<file path="src/rtl/pattern_sweeper.sv">
// pattern_sweeper: steps an N-bit stimulus through every value (binary or
// reflected Gray order), holds each value for DWELL cycles, samples the DUT
// response at the end of each hold and compares it with a golden truth table.
module pattern_sweeper #(
   parameter int N     = 3,
   parameter int DWELL = 10,
   parameter bit GRAY  = 1'b0
) (
   input  logic              clk,
   input  logic              rst_n,
   input  logic              start,
   input  logic              abort,
   input  logic [(1<<N)-1:0] expected,
   output logic [N-1:0]      stim,
   input  logic              f_in,
   output logic              busy,
   output logic              done,
   output logic              pass,
   output logic [(1<<N)-1:0] truth,
   output logic [N-1:0]      fail_idx,
   output logic [N:0]        fail_cnt
);

   typedef enum logic [1:0] {
      IDLE = 2'd0,
      RUN  = 2'd1,
      DONE = 2'd2
   } state_t;

   localparam logic [7:0] DWELL_LAST = 8'(DWELL - 1);

   state_t         state_q, state_d;
   logic [7:0]     dwell_q;
   logic [N-1:0]   idx_q;
   logic [N-1:0]   stim_code;
   logic           sample;
   logic           last_idx;
   logic           mismatch;
   logic           accept;

   // Sweep index to stimulus code; Gray order is i ^ (i >> 1).
   assign stim_code = GRAY ? (idx_q ^ (idx_q >> 1)) : idx_q;
   assign accept    = start && !abort;
   assign sample    = (state_q == RUN) && !abort && (dwell_q == DWELL_LAST);
   assign last_idx  = (idx_q == {N{1'b1}});
   assign mismatch  = (f_in != expected[stim_code]);

   // Outputs decode straight from the registered state, so they follow reset
   // asynchronously and never lag the state by a cycle.
   assign stim = (state_q == RUN) ? stim_code : '0;
   assign busy = (state_q == RUN);
   assign done = (state_q == DONE);

   // State register.
   always_ff @(posedge clk or negedge rst_n) begin
      // NOTE: sequential state uses non-blocking (<=) so every register
      // samples the pre-edge values of the others, independent of order.
      if (!rst_n) state_q <= IDLE;
      else        state_q <= state_d;
   end

   // Next-state logic: abort beats start in IDLE and ends a running sweep.
   always_comb begin
      // NOTE: default first, so no path through the case leaves state_d
      // unassigned and infers a latch.
      state_d = state_q;
      unique case (state_q)
         IDLE:    if (accept) state_d = RUN;
         RUN: begin
            if (abort)                    state_d = IDLE;
            else if (sample && last_idx)  state_d = DONE;
         end
         DONE:    state_d = IDLE;
         default: state_d = IDLE;
      endcase
   end

   // Counters, capture and result registers.
   always_ff @(posedge clk or negedge rst_n) begin
      // NOTE: truth is a plain flop vector, not a RAM, so it is reset along
      // with everything else and never shows stale entries after reset.
      if (!rst_n) begin
         dwell_q  <= '0;
         idx_q    <= '0;
         truth    <= '0;
         fail_idx <= '0;
         fail_cnt <= '0;
         pass     <= 1'b0;
      end else begin
         unique case (state_q)
            IDLE: begin
               if (accept) begin
                  dwell_q  <= '0;
                  idx_q    <= '0;
                  truth    <= '0;
                  fail_idx <= '0;
                  fail_cnt <= '0;
                  pass     <= 1'b0;
               end
            end
            RUN: begin
               if (abort) begin
                  // Partial capture in truth is kept for inspection.
                  dwell_q <= '0;
                  idx_q   <= '0;
                  pass    <= 1'b0;
               end else if (sample) begin
                  truth[stim_code] <= f_in;
                  if (mismatch) begin
                     fail_cnt <= fail_cnt + 1'b1;
                     if (fail_cnt == '0) fail_idx <= stim_code;
                  end
                  dwell_q <= '0;
                  if (last_idx) begin
                     // Verdict includes this final comparison so it is
                     // already valid during the done cycle.
                     idx_q <= '0;
                     pass  <= (fail_cnt == '0) && !mismatch;
                  end else begin
                     idx_q <= idx_q + 1'b1;
                  end
               end else begin
                  dwell_q <= dwell_q + 8'd1;
               end
            end
            default: ;
         endcase
      end
   end

endmodule

</file>
<file path="config.mk">
export PLATFORM = sky130hd
export DESIGN_NAME = pattern_sweeper
export DESIGN_NICKNAME = d
export VERILOG_FILES = /design/src/rtl/pattern_sweeper.sv
export SDC_FILE = /design/constraint.sdc
export NUM_CORES = 1
export LEC_CHECK = 0
export ABC_AREA = 1
export CORE_UTILIZATION = 51
export CTS_CLUSTER_SIZE = 12
export DETAILED_ROUTE_END_ITERATION = 16
export PLACE_DENSITY = 0.77
export REMOVE_ABC_BUFFERS = 1
export SETUP_SLACK_MARGIN = 0.15
export SLEW_MARGIN = 20
export SYNTH_ARGS = -nofsm -noshare
export SYNTH_HDL_FRONTEND = slang
export SYNTH_SLANG_ARGS = --single-unit
</file>
<file path="constraint.sdc">
create_clock -name clk -period 1.95 [get_ports clk]
set_input_delay 0.2925 -clock clk [delete_from_list [all_inputs] [get_ports clk]]
set_output_delay 0.2925 -clock clk [all_outputs]
set_load 0.02 [all_outputs]
</file>
==> flow_summary.json <==
{
  "path_max_fanout": 13,
  "numPortBuffers": 33,
  "comb_area_sq_um": 849.6,
  "ys.flops": 29,
  "place_area_sq_mm": 0.002192,
  "p_leak_uw": 0.001103,
  "synthCells": 230,
  "grt_pass1_wl_um": 6092,
  "pre_cts_slack_ns": 0.08419,
  "final_cell_mix": "48 x nand2_1, 39 x inv_1, 28 x dfrtp_1, 28 x clkdlybuf4s50_1, 24 x nor2_1",
  "ios": 34,
  "cts-root-buf": "clkbuf_4",
  "synth_area_per_cell_sq_um": 7.676,
  "rr_endpoint": "fail_idx[0]$_DFFE_PN0P_",
  "largestRegisters": "dwell_q x8, truth x8, fail_cnt x4",
  "yosysSeqAreaShare_pct": 41.11,
  "area_leaders": "dfrtp_1 41%, nand2_1 10%, inv_1 8.3%",
  "cts_buffers": 5,
  "r2r-start": "dwell_q[1]$_DFFE_PN0P_",
  "ys_sh_aoi_pct": 13.75,
  "tool_warnings": 29,
  "gp_congestion": 0.8156,
  "post-cts-setup-buffer-count": 0,
  "cp_data_required_time_ns": 1.66,
  "netlist_area_sq_mm": 0.001765,
  "ys_sh_adder_pct": 4.252,
  "cts_tree": "done",
  "final.setup.tns_ns": 0,
  "grt_antenna_before_repair": 0,
  "comb_share_pct": 37.93,
  "h-tree-depth": 2,
  "rrSetupSlack_ns": 0.29,
  "outcome": "finished, final reports clean",
  "cts_buffer_depth": 2,
  "final_cell_area_sq_mm": 0.002240,
  "criticalPathCategory": "register to primary output",
  "largestClassByArea": "combinational gates",
  "cp.depth": 4,
  "drive_gt1_share_pct": 16.73,
  "maxCapViolCount": 0,
  "cp_slowest_stage_delay_ns": 0.47,
  "hold_buffers": 0,
  "nNonClkBuffers": 42,
  "logic_family": "simple AND/OR/NAND/NOR gates",
  "yosys_area_sq_mm": 0.001765,
  "dp.final_hpwl_um": 2661,
  "top_cell_area_share_pct": 41.11,
  "tightest_slew_ns": 0.3672,
  "critPathTopFamily": "flip-flops",
  "timing.final.ws_setup_ns": 0.2397,
  "powerDensity_mw_per_mm2": 729.0,
  "critPathCapture": "stim[1]",
  "ff2ff_path_depth": 10,
  "setup_viol": 0,
  "fmax_ghz": 0.5847,
  "synth-xor-area-share_pct": 0.4961,
  "nets": 294,
  "top_area_cell": "dfrtp_1",
  "fp-row-count": 20,
  "worstHoldPathType": "input pin to asynchronous set/reset pin",
  "synth_cell_type_count": 28,
  "chip_area_sq_mm": 0.003701,
  "slew_headroom_pct": 75.52,
  "ctsResizeCount": 13,
  "nonClkBufAreaFrac_pct": 17.37,
  "synthMuxAreaShare_pct": 0,
  "timing.hold.ws_ns": 0.3139,
  "clkCellAreaFrac_pct": 2.458,
  "dp.cells": 311,
  "final_cells": 319,
  "drv_slew": 0,
  "comb_cells": 154,
  "areaGrowthSynthToFinish_pct": 26.86,
  "hold_viol_final": 0,
  "total_power_uw": 1633,
  "num-clock-buffers": 7,
  "drc": 0,
  "initial_utilization_pct": 55.55,
  "seq_cell_count": 29,
  "ant_nets": 0,
  "antennaDiodeCount": 0,
  "drt_iter0_markers": 56,
  "lay_top_count": "nand2_1",
  "ys.warnings.count": 0
}
where the power goes:
part | internal, uW | switching, uW
combinational | 221 | 326
sequential | 654 | 48.5
clock | 170 | 212
total | 1050 | 587
layer usage:
metal,track usage [%],part of all wire (%),vias up
met2,36.42,46,34
met5,0,0,-
met3,8.316,4.6,7
met1,29.51,48,727
met4,8.766,1.6,0
li1,-,-,818
cells in the mapped netlist, drive strengths merged:
| cell type | count |
|---|---|
| nand2 | 51 |
| inv | 43 |
| o21ai | 30 |
| dfrtp | 29 |
| nor2 | 28 |
| nand3 | 21 |
| a21oi | 6 |
| ha | 6 |
| buf | 4 |
| nand4 | 4 |
| nor3 | 2 |
| or2 | 2 |
| nor4 | 1 |
| o211ai | 1 |
| o22ai | 1 |
| xor2 | 1 |
Figure 1. Routed metal, one colour a layer.
Drawn at 4 px/um.
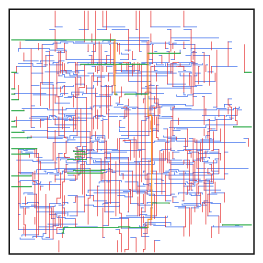
legend:
  green:
    layer: metal 3
    wire_length: 162 um
  blue:
    layer: metal 1
    wire_length: 1690 um
  red:
    layer: metal 2
    wire_length: 1640 um
  orange:
    layer: metal 4
    wire_length: 59.0 um
gr usage total: 23.23%
DRT Wirelength: 3548 um
DR WL/cell: 11.12 um

Figure 2. Congestion heat map.
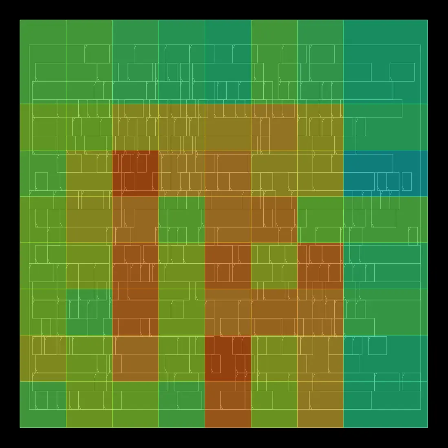
busiest grt layer: met2
post-layout util: 70.47%

Figure 3. Sequential cells grouped by signal name.
Drawn at 4 px/um. Other sequential cells in the stronger grey, the rest of the logic in the fainter grey.
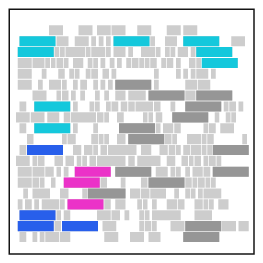
legend:
  magenta:
    signal: `fail_idx`
    placed_flops: 3
  cyan:
    signal: `truth`
    placed_flops: 8
  blue:
    signal: `fail_cnt`
    placed_flops: 4
    where: bottom left
not coloured: 14
sequential portion of the cell area: 32.46%
Seq. cell area: 726.9 sq um
sequential power: 703 uW

Figure 4. Clock wires, drivers and flops.
Drawn at 6 px/um.
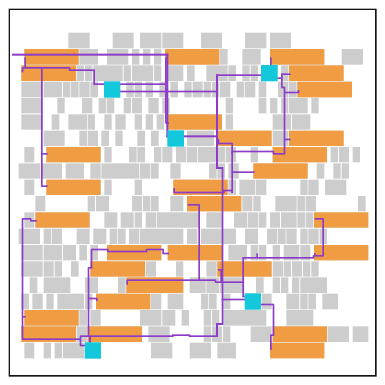
legend:
  purple:
    item: clock wires
    length: 413 um
  orange:
    item: flip-flops
    count: 29
  cyan:
    item: clock drivers
    count: 5
flops lie: spread over the die
routed clock nets: 6
clock network fraction of total power: 23.4%
Insertion Delay late pin: 0.34 ns
clk pwr: 382 uW
Final Skew: 0.008917 ns

Figure 5. M3 wires.
Drawn at 4 px/um. Cells faint in the background.
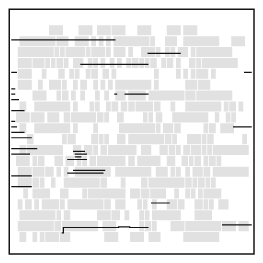
wire length on this layer: 162 um
nets with wire on the layer: 23
longest straight run: 25.8 um
main direction: horizontal

Power figures rest on the tool's default switching activity, not on a simulated workload.
